**src/rtl/mpcu_opunit_pkg.sv**
```systemverilog
// Shared microoperation encoding between the microprogram control unit and the
// operational unit.
package mpcu_opunit_pkg;

  typedef enum logic [3:0] {
    MopY0 = 4'd0,
    MopY1 = 4'd1,
    MopY2 = 4'd2,
    MopY3 = 4'd3,
    MopY4 = 4'd4,
    MopY5 = 4'd5,
    MopY6 = 4'd6,
    MopY7 = 4'd7,
    MopY8 = 4'd8,
    MopYk = 4'd9
  } mop_e;

endpackage

```
**src/rtl/mpcu_opunit.sv**
```systemverilog
// Operational unit for a shift-add unsigned multiplier; executes one register
// transfer per microoperation code and returns condition flags to the control unit.
module mpcu_opunit
  import mpcu_opunit_pkg::*;
#(
  parameter int unsigned W = 8
) (
  input  logic           i_clk,
  input  logic           i_rst_n,
  input  logic [3:0]     i_mop,
  input  logic [W-1:0]   i_a,
  input  logic [W-1:0]   i_b,
  output logic           o_x1,
  output logic           o_x2,
  output logic [2*W-1:0] o_result,
  output logic           o_valid,
  output logic           o_zero
);

  localparam int unsigned CW = $clog2(W + 1);

  logic [2*W-1:0] ra_q, ra_d;
  logic [W-1:0]   rb_q, rb_d;
  logic [2*W-1:0] rp_q, rp_d;
  logic [CW-1:0]  rcnt_q, rcnt_d;
  logic [2*W-1:0] result_q, result_d;
  logic           valid_q, valid_d;
  logic           zero_q, zero_d;

  always_comb begin
    ra_d     = ra_q;
    rb_d     = rb_q;
    rp_d     = rp_q;
    rcnt_d   = rcnt_q;
    result_d = result_q;
    valid_d  = valid_q;
    zero_d   = zero_q;
    case (i_mop)
      MopY0: begin
        ra_d    = {{W{1'b0}}, i_a};
        rb_d    = i_b;
        rp_d    = '0;
        rcnt_d  = '0;
        valid_d = 1'b0;
        zero_d  = 1'b0;
      end
      MopY2: rp_d = '0;
      MopY3: zero_d = 1'b1;
      MopY4: begin
        if (rb_q[0]) begin
          rp_d = rp_q + ra_q;
        end
        ra_d   = ra_q << 1;
        rb_d   = rb_q >> 1;
        rcnt_d = rcnt_q + CW'(1);
      end
      MopY6, MopY7: result_d = rp_q;
      MopY8: valid_d = 1'b1;
      // Y1/Y5 are branch cycles; Yk and unused codes hold everything.
      default: ;
    endcase
  end

  always_ff @(posedge i_clk or negedge i_rst_n) begin
    if (!i_rst_n) begin
      ra_q     <= '0;
      rb_q     <= '0;
      rp_q     <= '0;
      rcnt_q   <= '0;
      result_q <= '0;
      valid_q  <= 1'b0;
      zero_q   <= 1'b0;
    end else begin
      ra_q     <= ra_d;
      rb_q     <= rb_d;
      rp_q     <= rp_d;
      rcnt_q   <= rcnt_d;
      result_q <= result_d;
      valid_q  <= valid_d;
      zero_q   <= zero_d;
    end
  end

  // Flags depend on registers only, so they are stable across a whole branch cycle.
  assign o_x1     = |rb_q;
  assign o_x2     = ~|rb_q;
  assign o_result = result_q;
  assign o_valid  = valid_q;
  assign o_zero   = zero_q;

endmodule

```
**config.mk**
```make
export PLATFORM = sky130hd
export DESIGN_NAME = mpcu_opunit
export DESIGN_NICKNAME = d
export VERILOG_FILES = /design/src/rtl/mpcu_opunit_pkg.sv /design/src/rtl/mpcu_opunit.sv
export SDC_FILE = /design/constraint.sdc
export NUM_CORES = 1
export LEC_CHECK = 0
export CAP_MARGIN = 0
export CORE_MARGIN = 2
export CORE_UTILIZATION = 55
export DETAILED_ROUTE_END_ITERATION = 16
export GPL_ROUTABILITY_DRIVEN = 0
export GPL_TIMING_DRIVEN = 0
export HOLD_SLACK_MARGIN = 0.06
export PLACE_DENSITY = 0.82
export SYNTH_ARGS = -nofsm -noshare
export SYNTH_HDL_FRONTEND = slang
export SYNTH_SLANG_ARGS = --single-unit
```
**constraint.sdc**
```tcl
create_clock -name i_clk -period 2.6 [get_ports i_clk]
set_clock_uncertainty 0.15 [all_clocks]
set_input_delay 0.65 -clock i_clk [delete_from_list [all_inputs] [get_ports i_clk]]
set_output_delay 0.65 -clock i_clk [all_outputs]
set_load 0.05 [all_outputs]
```
Figure 1. Ports around the boundary.
(4 px per um) Pins as bars across the die edge, other pins in grey.
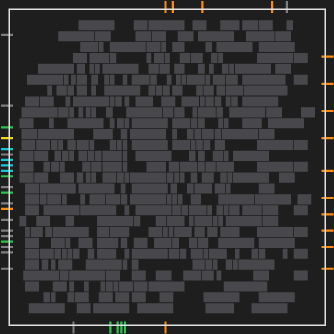
- cyan: `i_mop` (pins 4; direction input; edge left)
- yellow: `o_valid` (pins 1; direction output; edge left)
- green: `i_a` (pins 8; direction input; edge 4 left, 4 bottom)
- orange: `o_result` (pins 16; direction output; edge 10 right, 4 top, 1 left, 1 bottom)
- all pins by edge: 21 left, 10 right, 6 bottom, 5 top
die width: 78.6 um
Die Y-Extent: 78.6 um
port buffer count: 41

Figure 2. Cells coloured by class.
(4 px per um) Fill, decap, tap and diode cells in grey.
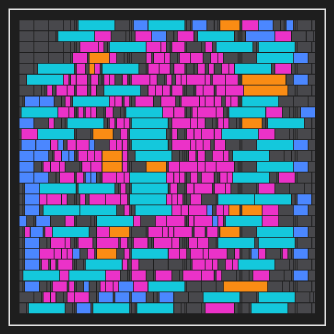
- cyan: sequential cells (cells 58; share of their area 39%)
- orange: clock drivers and dummy loads (cells 16; share of their area 6.7%)
- magenta: combinational and other logic (cells 239; share of their area 42%)
- blue: remaining buffers and delay cells (cells 53; share of their area 12%)
cell area after layout: 3830 um^2
Row Count: 27

Figure 3. Met2 routing.
(4 px per um)
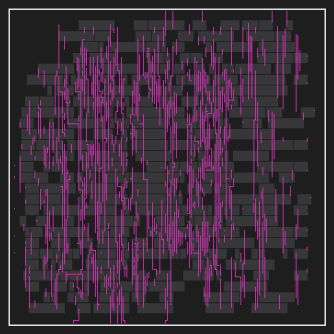
- main direction: vertical
- share of all routed wire: 48%
total wire length after detailed routing: 6320 um
via count of the routed design: 2414
global-route met2 utilization: 37.4%

==> impl_metrics.csv <==
group,metric,value,unit
logic_synthesis,synth_async_sr_flop_share,100,%
setup_path,worst-r2r-setup-slack,0.17,ns
job,stage_log_warnings,26,
placed_design,post_dp_cell_area,3580,um^2
setup_path,timing.critical_path.from,"ra_q[0]$_DFFE_PN0P_",
power_and_ir_drop,power_switching_share,26.7,%
drt,drc_viols,0,
drt,avgRoutedWirePerCell,14.4,um
drt,highest-signal-layer,"met4",
clock_network,hold_buffers,0,
global_routing,grt_pass1_vias,2354,
setup_path,crit_required,2.70,ns
logic_synthesis,yosys_top_cell_by_instances,"sky130_fd_sc_hd__nand2_1",
status,outcome,"complete, no violations",
sta,layout_worst_path_cycle_share,93.5,%
drt,wirelength_met1,2950,um
global_routing,grt_pass1_wl,11000,um
clock_network,clk_latency,0.34,ns
setup_path,cp_endpoint_kind,"register",
power_and_ir_drop,top_power_group,"sequential cells",
logic_synthesis,syn_area_per_cell,9.94,um^2
drt,met2_wirelength,3020,um
logic_synthesis,synth_simple_gate_area_share,15.8,%
power_and_ir_drop,power.clock.fraction,40.9,%
drt,post_drt_via_cell_ratio,5.51,
sta,worst-slew-pin-transition,0.632,ns
clock_network,tritoncts.num_buffers,9,
logic_synthesis,post_synth_top_area_cell,"sky130_fd_sc_hd__dfrtp_1",
layout,layout.core_utilization,70.5,%
layout,antennaDiodeCount,0,
-- layout make-up --
class	count	area, um^2	area share (%)
plain buffers	11	45.0	1.17
clock buffers	12	155	4.05
clock inverters	4	97.6	2.54
inverters	6	22.5	0.587
multi-input cells	233	1550	40.5
flip-flops and latches	58	1450	37.8
well taps	72	90.1	2.35
repair buffers	42	419	10.9
-- routing by layer --
metal  GRT usage [%]  vias up
met2            37.4       49
li1                -     1199
met3            4.37       10
met1            30.8     1156
met4            10.0        0
met5               0        -
-- stage by stage --
| stage | cells | TNS, ns |
|---|---|---|
| 2_1_floorplan | 308 | 0 |
| 5_1_grt | 438 | 0 |
| 6_report | 438 | 0 |
| 4_1_cts | 438 | 0 |
| 3_3_place_gp | 421 | -59.52 |
| 3_5_place_dp | 422 | -0.530 |
